**config.mk**
```make
export PLATFORM = sky130hd
export DESIGN_NAME = message_event_sequencer
export DESIGN_NICKNAME = d
export VERILOG_FILES = /design/src/rtl/message_event_sequencer.sv
export SDC_FILE = /design/constraint.sdc
export NUM_CORES = 1
export LEC_CHECK = 0
export CAP_MARGIN = 15
export CORE_MARGIN = 2
export CORE_UTILIZATION = 66
export CTS_BUF_LIST = sky130_fd_sc_hd__clkbuf_4
export DETAILED_ROUTE_END_ITERATION = 6
export HOLD_SLACK_MARGIN = 0.15
export PLACE_DENSITY = 0.92
export RECOVER_POWER = 25
export SLEW_MARGIN = 20
export SYNTH_ARGS = -nofsm -noshare
export SYNTH_HDL_FRONTEND = slang
export SYNTH_SLANG_ARGS = --single-unit
```
**constraint.sdc**
```tcl
create_clock -name clk_50 -period 10.9 [get_ports clk_50]
set_clock_uncertainty 0.1 [all_clocks]
set_input_delay 2.18 -clock clk_50 [delete_from_list [all_inputs] [get_ports clk_50]]
set_output_delay 2.18 -clock clk_50 [all_outputs]
set_load 0.01 [all_outputs]
```
**src/rtl/message_event_sequencer.sv**
```systemverilog
// message_event_sequencer
// Queues pick/deposit event pulses in a small FIFO and issues one trigger
// per event to the UART message transmitter. After each trigger it blocks
// for a full message plus a guard gap, so a message in flight is never
// restarted. The message select p only changes when an event is popped.
module message_event_sequencer #(
    parameter int FRAME_CLKS     = 434,
    parameter int MSG_CHARS      = 13,
    parameter int SLOTS_PER_CHAR = 11,
    parameter int GAP_CLKS       = 868,
    parameter int DEPTH          = 4
) (
    input  logic                         clk_50,
    input  logic                         rst,
    input  logic                         pick_evt,
    input  logic                         dep_evt,
    output logic                         trigger,
    output logic                         p,
    output logic                         busy,
    output logic [$clog2(DEPTH+1)-1:0]   pending,
    output logic                         overflow
);

    localparam int MSG_CLKS  = MSG_CHARS * SLOTS_PER_CHAR * FRAME_CLKS;
    localparam int HOLD_CLKS = MSG_CLKS + GAP_CLKS;
    localparam int CW        = $clog2(HOLD_CLKS + 1);
    localparam int PW        = $clog2(DEPTH);
    localparam int NW        = $clog2(DEPTH + 1);

    typedef enum logic [1:0] {
        S_IDLE = 2'd0,
        S_FIRE = 2'd1,
        S_SEND = 2'd2
    } state_e;

    state_e          state_q, state_d;
    logic [CW-1:0]   cnt_q, cnt_d;
    logic [DEPTH-1:0] mem_q, mem_d;
    logic [PW-1:0]   rptr_q, rptr_d;
    logic [PW-1:0]   wptr_q, wptr_d;
    logic [NW-1:0]   count_q, count_d;
    logic [NW-1:0]   free;
    logic            pop;
    logic            pick_acc, dep_acc;
    logic            p_q, p_d;
    logic            ovf_q, ovf_d;
    logic            trig_q, busy_q;

    // Sequencer: pop in IDLE, one FIRE cycle, then hold for HOLD_CLKS in SEND.
    always_comb begin
        state_d = state_q;
        cnt_d   = cnt_q;
        pop     = 1'b0;
        p_d     = p_q;
        case (state_q)
            S_IDLE: begin
                cnt_d = '0;
                if (count_q != '0) begin
                    pop     = 1'b1;
                    p_d     = mem_q[rptr_q];
                    state_d = S_FIRE;
                end
            end
            S_FIRE: begin
                cnt_d   = CW'(1);
                state_d = S_SEND;
            end
            S_SEND: begin
                if (cnt_q == CW'(HOLD_CLKS)) begin
                    state_d = S_IDLE;
                end else begin
                    cnt_d = cnt_q + CW'(1);
                end
            end
            default: begin
                state_d = S_IDLE;
                cnt_d   = '0;
            end
        endcase
    end

    // FIFO enqueue: a same-cycle pop frees a slot; pick is written ahead of deposit.
    always_comb begin
        free     = NW'(DEPTH) - count_q + NW'(pop);
        pick_acc = pick_evt && (free != '0);
        dep_acc  = dep_evt && (free > (pick_acc ? NW'(1) : NW'(0)));
        ovf_d    = ovf_q | (pick_evt & ~pick_acc) | (dep_evt & ~dep_acc);
        mem_d    = mem_q;
        wptr_d   = wptr_q;
        if (pick_acc) begin
            mem_d[wptr_d] = 1'b1;
            wptr_d        = wptr_d + PW'(1);
        end
        if (dep_acc) begin
            mem_d[wptr_d] = 1'b0;
            wptr_d        = wptr_d + PW'(1);
        end
        rptr_d  = rptr_q + PW'(pop);
        count_d = count_q - NW'(pop) + NW'(pick_acc) + NW'(dep_acc);
    end

    // State, FIFO and output registers. trigger/busy are registered images
    // of the FIRE/SEND states, so they lag the state by one clock.
    always_ff @(posedge clk_50) begin
        if (rst) begin
            state_q <= S_IDLE;
            cnt_q   <= '0;
            mem_q   <= '0;
            rptr_q  <= '0;
            wptr_q  <= '0;
            count_q <= '0;
            p_q     <= 1'b1;
            ovf_q   <= 1'b0;
            trig_q  <= 1'b0;
            busy_q  <= 1'b0;
        end else begin
            state_q <= state_d;
            cnt_q   <= cnt_d;
            mem_q   <= mem_d;
            rptr_q  <= rptr_d;
            wptr_q  <= wptr_d;
            count_q <= count_d;
            p_q     <= p_d;
            ovf_q   <= ovf_d;
            trig_q  <= (state_q == S_FIRE);
            busy_q  <= (state_q == S_FIRE) || (state_q == S_SEND);
        end
    end

    assign trigger  = trig_q;
    assign busy     = busy_q;
    assign p        = p_q;
    assign pending  = count_q;
    assign overflow = ovf_q;

endmodule

```
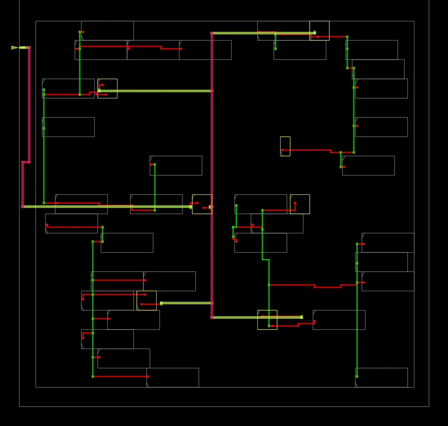
(run_1/clocks.png)
clock sink total: 33
total clock network power: 0.0000651 W
number of buffers created by CTS: 5
Clock Buffer Count: 6
Clock Latency Late Sink: 0.34 ns

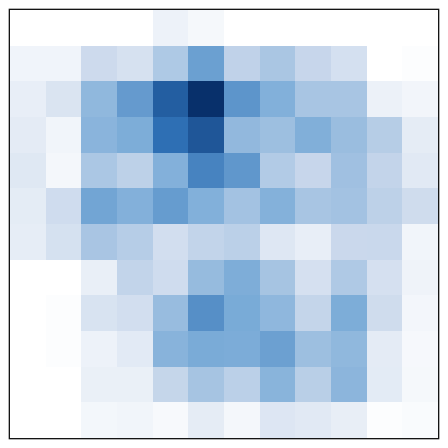
(run_1/metal_density.png)
12 x 12 tiles, from white (low) to dark blue (high), scaled to the fullest tile. Values are wire area over tile area, all layers added.
The densest ninth of the die: north. The mean over all tiles is 0.19. 16% of the tiles are nearly empty. 9.0% of the tiles are over half the peak.

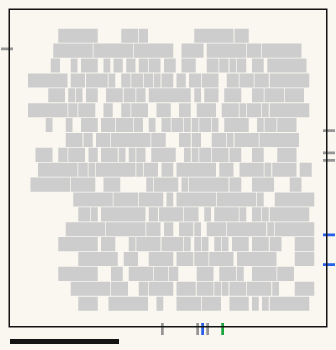
(run_1/io_placement.png)
Bar = 20 um. Pins as bars across the die edge, other pins in grey.
overflow: marked green, pins 1, direction output, edge south. pending: marked blue, pins 3, direction output, edge 2 east, 1 south.
All pins by edge: 5 east, 5 south, 1 west.

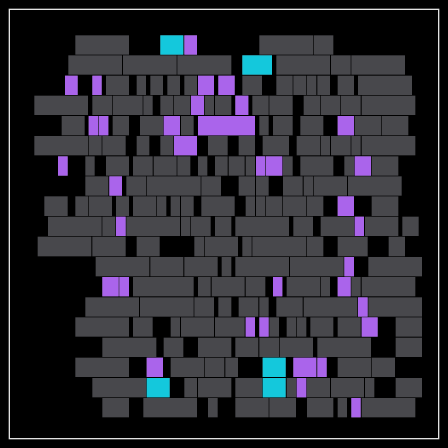
(run_1/logic_types.png)
NOR gates: marked purple, cells 35, where all over the die. AND-OR and OR-AND gates: marked cyan, cells 5.

==> git commit body, run 1 <==
Update PnR metrics after Yosys + OpenROAD run

* Status: finished, final reports clean
* WHS Path Cells: 1
- Post-synthesis async set-or-reset flop share: 0
- Once routing completed, OpenROAD measured the worst setup slack at 6.17 ns.
- The share of synthesized area in the top cell type comes to 0.346.
- Number of vias after detailed routing: 1,558
* Cells on worst reg2reg path: 15
- Total power normalized to cell area comes to 233 nW/um^2.
- RePlAce ended its routability-driven mode at a weighted congestion of 0.938.
- Walking the critical path from launch to capture passes 10 cell instances.
* Most frequently placed logic cells in the final layout: sky130_fd_sc_hd__dfxtp_1, sky130_fd_sc_hd__inv_1, sky130_fd_sc_hd__ha_1
- The fraction of final cell area spent on clock buffers and inverters in this run is 0.0236.
* Total setup violations reported at the end of the flow: 0
* Total length of routed wires: 3870 um
- Height of the die: 57.8 um
- In this run the standard cell core region covers 2760 um^2.
- The number of placed instances, taps included, is 246.
- Of the available clock period, the critical path in the final layout requires 0.434.
* Worst Setup End Kind: flop
* AND/OR/NAND/NOR Cells, Area Fraction: 0.220
- Grouping non-sequential cells by family puts the most area in simple AND/OR/NAND/NOR gates.
* Post-CTS sizing: 0
- FF+latch count, synth: 33
* Max incr delay on CP: 0.49 ns
- Number of nets in the layout: 247
- Per the timing report, the achievable frequency comes out to 211 MHz.
* Area of placed instances: 2020 um^2
* Number of logic inverters in the finished layout: 20
- Data arrives at the worst endpoint at 4.84 ns.
* Starting density of the core: 0.691
- Top power group: combinational logic
* Antenna cell count: 0
* Leading area contributor after synthesis: sky130_fd_sc_hd__dfxtp_1
- Worst slew margin: 0.512
- Per the synthesis report, the AND-OR/OR-AND share of the synthesized area is 0.144.
* Clock slew at the register clock pins of the worst setup and hold paths: 0.10 ns
- Standard-cell row count: 19
- At the pin with the least slew margin, the transition time is 0.729 ns.
- CTS H-Tree Depth: 2
- 11 I/O pins were placed.
- DR vias/cell: 6.16
* Share of synthesized cell area in full adder, half adder and majority cells: 0.146
- # Taps: 31
* Seq. pwr: 0.000164 W
* Overflow after GRT: 0
* Clock tree buffer depth: 2
* Hold EP: p$_SDFFE_PP1P_
* CP Max Fanout: 8
- The commonest register cell is sky130_fd_sc_hd__dfxtp_1.
* Post-DRT Antenna Nets: 0
- Most frequent logic cell in the layout: sky130_fd_sc_hd__dfxtp_1
* Post-route design area: 2070 um^2
- TritonCTS built the clock tree.
* Startpoint of the worst hold path: p$_SDFFE_PP1P_
- In the final report, the number of hold violations comes to 0.
* Horiz. Die Dim: 57.8 um
- MI comb area: 1140 um^2
- Worst hold slack after final layout: 0.376 ns
* Tot GR Track Use: 0.263
- Post-placement setup slack: 5.84 ns
- Reg2reg start: pending[2]$_SDFF_PP0_
- Internal power: 0.000282 W
- For the worst setup path, the data required time is 11.01 ns.
* Filler Cell Count: 195
- Setup_tns: 0 ns
- Comb power frac: 0.524
* YS chip area: 1910 um^2
- Per the layout area report, the sequential fraction of cell area is 0.320.
- The mapped netlist covers 1910 um^2.
- The die covers 3340 um^2.
- For this design, the slowest cell found on the critical path is sky130_fd_sc_hd__clkdlybuf4s50_1.
* Net count after synthesis: 236
- Cell class contributing the biggest share of worst-path delay: adder cells
- Per the Yosys statistics, synthesis produced 211 cells.
- The first global-routing pass estimated 6760 um of wire.
- Number of iterations in the first detailed-routing pass: 4
* Port buffer count: 10
- According to the dpl log, the detail-placed design has an HPWL of 2900 um.
* Footprint of the flip-flops and latches: 661 um^2
- Count leader, synth: sky130_fd_sc_hd__dfxtp_1
* Number of max-capacitance violations reported: 0
run 1: per-layer routing:
| layer | wire length (um) | track usage | vias to the layer above |
|---|---|---|---|
| met4 | 66 | 0.110 | 0 |
| met3 | 229 | 0.0781 | 9 |
| li1 | - | - | 769 |
| met2 | 1720 | 0.377 | 51 |
| met5 | 0 | 0 | - |
| met1 | 1850 | 0.371 | 729 |
run 1: flip-flops by register name, indices dropped and copies added (netlist names):
register,flops
rptr_q,2
wptr_q,2
overflow,1
p,1
busy,1
cnt_q,16
pending,3
trigger,1
state_q,2
mem_q,4
--- run 2 (diff from run 1) ---
Settings changed: CORE_UTILIZATION 66 to 61, PLACE_DENSITY 0.92 to 0.86.
Clock period 10.9 ns to 4.8 ns, I/O delays scaled along.
==> run 2 against run 1 <==
Against the previous run: sequential cell count stayed put; power is 130% higher; utilization is 6.0 points lower; final area is 0.18% higher; cell count is 1.2% higher; routed wire length is 4.6% lower; worst hold slack worse by 0.0053 ns; first-iteration DRC count is 28% lower; sequential share of layout area is 0.058 points lower; setup slack worse by 5.3 ns; combinational power is 130% higher.
==> git commit body, run 2 <==
Update PnR metrics after Yosys + OpenROAD run

- Post-synthesis instance area: 1910 um^2
* Hold EP: p$_SDFFE_PP1P_
* Number of cells on the critical path: 16
- Summed over all nets, the half-perimeter wirelength after detailed placement is 2740 um.
- The H-tree was split into 2 levels.
* Area fraction of clock buffers and clock inverters: 0.0242
- Category of the critical setup timing path: reg -> reg
- On met3, the global router reports a usage of 0.0628.
- Cell class contributing the biggest share of worst-path delay: adder cells
* Standard-cell row count: 20
- The final hold violation count recorded for this run is 0.
- Slack of the critical path: 0.840 ns
* Number of nets in the layout: 247
- Non-clock buffer total of the final layout: 10
- Post-placement setup slack: 0.892 ns
* Sequential cell area share: 0.319
* Power density over cell area: 526 nW/um^2
- Dominant flop cell: sky130_fd_sc_hd__dfxtp_1
- Per the layout area report, the combinational gate area comes to 1140 um^2.
- Number of iterations in the first detailed-routing pass: 4
* Most frequent logic cell in the layout: sky130_fd_sc_hd__dfxtp_1
- Layer carrying the most global-route usage: met2
- Uppermost routed layer: met4
- The final layout reports a setup TNS of 0 ns.
- The largest single stage delay on the critical path is 0.42 ns.
- # Taps: 33
- GPL Wtd Cong: 0.950
* Cell with the biggest individual delay on the critical path: sky130_fd_sc_hd__fa_1
- Total setup violations reported at the end of the flow: 0
* Internal power: 0.000639 W
- Worst hold slack after final layout: 0.371 ns
- Total length of routed wires: 3700 um
* Data arrival time of the critical path: 4.06 ns
- CP required: 4.90 ns
* Footprint of the flip-flops and latches: 661 um^2
- CP Max Fanout: 8
- Static timing analysis puts the maximum clock frequency at 253 MHz.
- Met3 layer wire length in the routed design: 203 um
- Clock slew at the register clock pins of the worst setup and hold paths: 0.10 ns
- Register name with the most flops: cnt_q
- Height of the die: 59.9 um
- Cells on worst reg2reg path: 16
- Per the Yosys statistics, synthesis produced 211 cells.
* Clock tree buffer depth: 2
- Horiz. Die Dim: 59.9 um
- Status: finished, final reports clean
- TritonCTS built the clock tree.
- Number of vias after detailed routing: 1,545
- Per the skew report, the later register of the worst-skew pair sees a clock latency of 0.34 ns.
* Most frequently placed logic cells in the final layout: sky130_fd_sc_hd__dfxtp_1, sky130_fd_sc_hd__inv_1, sky130_fd_sc_hd__ha_1
- The detailed router reports a met2 wire length of 1670 um.
- Post-DRT Antenna Nets: 0
- Worst-margin pin slew: 0.739 ns
* Leading area contributor after synthesis: sky130_fd_sc_hd__dfxtp_1
- Looking at the reg2reg group, the worst path starts from state_q[0]$_SDFFE_PP0P_.
* Area of placed instances: 2020 um^2
* FF+latch count, synth: 33
- Startpoint of the worst hold path: p$_SDFFE_PP1P_
- Starting density of the core: 0.635
- In this run, CTS created clock tree buffers numbering 5.
- Of the total power, combinational logic draws 0.528.
- Flip-flop count of the largest register after layout: 16
* Number of logic inverters in the finished layout: 20
* Post-route design area: 2070 um^2
* Number of placed instances, taps included: 248
- Number of top-level pins: 11
- Worst Setup End Kind: flop
- Global Route met2 Usage: 0.360
- Worst slew margin: 0.506
- Filler Cell Count: 251
* Clock sink total: 33
- YS chip area: 1910 um^2
- The first global-routing pass estimated 6440 um of wire.
- Across the run, the number of max-cap violations was 0.
* Placeable Area: 3000 um^2
- Met1 layer usage reported by global route: 0.318
- Antenna cell count: 0
- The detailed router put a total of 1730 um of wire on met1.
* Crit share post-route: 0.825
- Total global-route track usage over all layers is 0.241.
- Port buffer count: 10
- Fraction of post-synthesis cell area in the top cell type by area: 0.346
==> run 2: power by group through the flow <==
stage          clock network [W]  logic (W)  registers, W
2_1_floorplan                  0   0.000421      0.000377
3_3_place_gp                   0   0.000547      0.000375
3_5_place_dp                   0   0.000578      0.000378
4_1_cts                 0.000149   0.000584      0.000371
5_1_grt                 0.000160   0.000667      0.000378
6_report                0.000144   0.000575      0.000371
==> run 2: logic make-up after synthesis <==
logic type	synth area share
simple gates	0.220
compound gates	0.144
flops	0.346
buf+inv	0.0518
fa+ha+maj	0.146
xor+xnor	0.0505
mux	0.0413
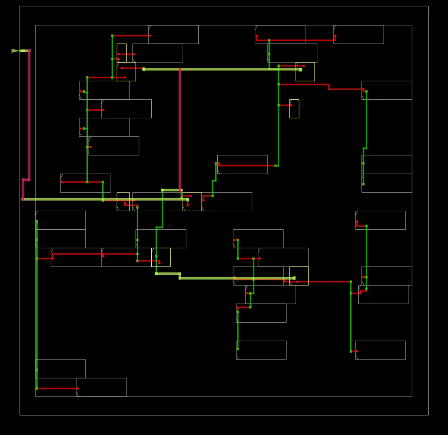
(run_2/clocks.png)
Clock Buffer Count: 5
total clock network power: 0.000144 W
count of sequential standard cells: 33

--- run 3 (diff from run 2) ---
Clock period 4.8 ns to 4.2 ns, I/O delays scaled along.
==> run 3 against run 2 <==
Against the previous run: critical endpoint unchanged; synthesized area did not move; count of clock-buffer cells in the layout grew 1; sequential share of layout area shrank 0.42 points.
==> git commit body, run 3 <==
Update PnR metrics after Yosys + OpenROAD run

- The largest register by flop count is cnt_q.
* Post-placement setup slack: 0.403 ns
- The layer flagged by global routing as most heavily used is met2.
- Post-route design area: 2100 um^2
- Port buffer count: 10
- Summed over all nets, the half-perimeter wirelength after detailed placement is 2780 um.
- The OpenROAD report gives the critical path a data arrival time of 3.90 ns.
* Nature of the critical path startpoint: flop
- MI comb area: 1150 um^2
- The path class of the tightest hold or removal check is reg -> reg.
* Worst hold slack after final layout: 0.399 ns
* Clock network fraction of design power: 0.141
* Global-route wire length before repair: 6400 um
* Largest net degree at the start of global routing: 23
- TritonCTS created 5 clock buffers.
- Cell types with the highest counts after synthesis: sky130_fd_sc_hd__dfxtp_1, sky130_fd_sc_hd__inv_1, sky130_fd_sc_hd__ha_1, sky130_fd_sc_hd__nor2_1, sky130_fd_sc_hd__nand2_1
* Net count after synthesis: 236
- For this block, wires on met1 add up to 1680 um.
- The critical path endpoint has a required time of 4.30 ns.
* Non-clock buffer total of the final layout: 13
* FF+latch count, synth: 33
- Met3 layer wire length in the routed design: 211 um
- Clock slew at the register clock pins of the worst setup and hold paths: 0.10 ns
- In this run the critical register-to-register path is captured at pending[1]$_SDFF_PP0_.
* Internal power: 0.000750 W
- In this design, the largest share of critical-path delay is due to adder cells.
* Iter 0 DRT Violations: 140
- According to the floorplan report, the placeable core area is 3000 um^2.
- Number of top-level pins: 11
- Antenna cell count: 0
- Reg2reg start: pending[2]$_SDFF_PP0_
* Antenna violations before repair: 0
* Global Route met2 Usage: 0.377
- Power density over cell area: 604 nW/um^2
- Fmax: 263 MHz
- Number of nets in the layout: 250
- Final Total Pwr: 0.00127 W
- In this run the cell area measured after placement is 2030 um^2.
- Horiz. Die Dim: 59.9 um
- In this run, post-CTS repair resized a total of 0 instances.
- Clock tree buffer depth: 2
- Buf/Inv on CP: 3
- Cells on worst reg2reg path: 15
- Looking at area per cell type in the netlist, the leader is sky130_fd_sc_hd__dfxtp_1.
* Yosys Warn Count: 0
* Number of max-capacitance violations reported: 0
- Fraction of post-synthesis cell area in the top cell type by area: 0.346
* Most frequent logic cell in the layout: sky130_fd_sc_hd__dfxtp_1
- Once detail routing completed, the nets flagged for antenna violations numbered 0.
- TritonCTS built the clock tree.
* Cell Count, Final, Fillers Out: 259
* DR vias/cell: 6.03
* Area fraction of clock buffers and clock inverters: 0.0262
- Crit share post-route: 0.906
- For met1 alone, demand over resource in global routing was 0.310.
- Adding up every negative setup slack in the final design gives 0 ns.
- The flow ran to the end, and the final reports show no timing, DRC or antenna violations.
- Starting density of the core: 0.635
* Number of placed instances, taps included: 249
- Slack of the critical path: 0.396 ns
* Comb power frac: 0.523
* Total setup violations reported at the end of the flow: 0
- The mapped netlist covers 1910 um^2.
* Height of the die: 59.9 um
* Hold EP: p$_SDFFE_PP1P_
- Count of sequential standard cells: 33
* Top power group: combinational logic
- STA lists the maximum fanout along the critical path as 6.
* Final Hold Vio Count: 0
* Full die area: 3590 um^2
- Number of cells on the critical path: 15
- Looking at the critical path, the single cell with the biggest stage delay is sky130_fd_sc_hd__fa_1.
- Yosys reported that registers with async set or reset make up 0.
* Proportion of layout cells with a drive suffix above 1: 0.0708
- The worst setup path is captured at a flop.
* Count leader, synth: sky130_fd_sc_hd__dfxtp_1
- STA reports a reg2reg setup slack of 0.40 ns.
- Sequential cell area share: 0.315
- CTS H-Tree Depth: 2
* Vias in the first global route: 1,450
* Number of logic inverters in the finished layout: 20
* Dominant flop cell: sky130_fd_sc_hd__dfxtp_1
- DRC Markers: 0
* Clock sink total: 33
- Max incr delay on CP: 0.39 ns
- The layout has 6 clock buffers.
* Total count of max-transition violations in the final report: 0
- On met3, the global router reports a usage of 0.0606.
* Number of iterations in the first detailed-routing pass: 4
- Seq. pwr: 0.000425 W
* Worst setup endpoint: pending[1]$_SDFF_PP0_
- Worst-margin pin slew: 0.876 ns
- Post-synthesis cell count from yosys: 211
- In the layout the commonest cells are sky130_fd_sc_hd__dfxtp_1, sky130_fd_sc_hd__inv_1, sky130_fd_sc_hd__ha_1.
- The detailed router used layers up to and including met4.
- Across every metal layer, demand over resource in global routing totals 0.239.
- Postcts setup bufs: 0
- Summed over all combinational cells, the power is 0.000663 W.
- As reported, the later end of the worst-skew pair has a clock insertion delay of 0.34 ns.
- GPL Wtd Cong: 0.933
* Worst slew margin: 0.416
- After global routing the overflow that remains totals 0.
- Category of the critical setup timing path: reg -> reg
- In this run the most critical hold path is launched from p$_SDFFE_PP1P_.
- Routed wl met2: 1830 um
- The flow inserted 33 tap cells.
- In the layout the tool counted multi-input logic cells amounting to 152.
* Flip-flop count of the largest register after layout: 16
* YS chip area: 1910 um^2
- Number of vias after detailed routing: 1,562
- Counting instances, the worst hold path has a depth of 1.
- Footprint of the flip-flops and latches: 661 um^2
- Row generation in the floorplan step produced 20 rows.
- The power report puts the net switching power at 0.000517 W.
- CTS Hold Buffers Added: 0
- The logs give a warning total of 36.
* RSZ-0062 raised after global routing: false
- Filler Cell Count: 238
* Total clock network power: 0.000179 W
## run 3: netlist changes by cell type in the layout (fill, tap and decap cells not counted), sizes merged
cell / delta
clkbuf: +2
dlygate4sd3: -2
clkinv: -1
clkdlybuf4s50: +2
buf: +2
## run 3: cells by family (layout without fill, tap and decap cells)
logic type | after synthesis | after routing | synth area share
AOI/OAI and AO/OA | 39 | 39 | 0.144
muxes | 6 | 6 | 0.0413
DFF | 33 | 33 | 0.346
buffers and inverters | 26 | 41 | 0.0518
adders and majority gates | 21 | 21 | 0.146
xor gates and xnor gates | 11 | 11 | 0.0505
and+or+nand+nor | 75 | 75 | 0.220
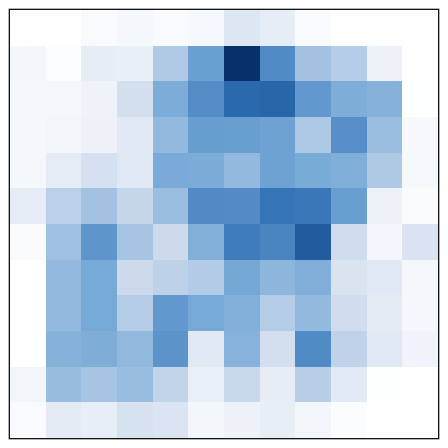
(run_3/metal_density.png)
12 x 12 tiles, from white (low) to dark blue (high), scaled to the fullest tile. Values are wire area over tile area, all layers added.
The fullest tile reaches 0.60. The emptiest ninth of the die: north-west. 19% of the tiles are over half the peak. 10% of the tiles are nearly empty. The mean over all tiles is 0.17.
total length of routed wires: 3780 um
routed length per instance: 14.6 um

Power figures rest on the tool's default switching activity, not on a simulated workload.
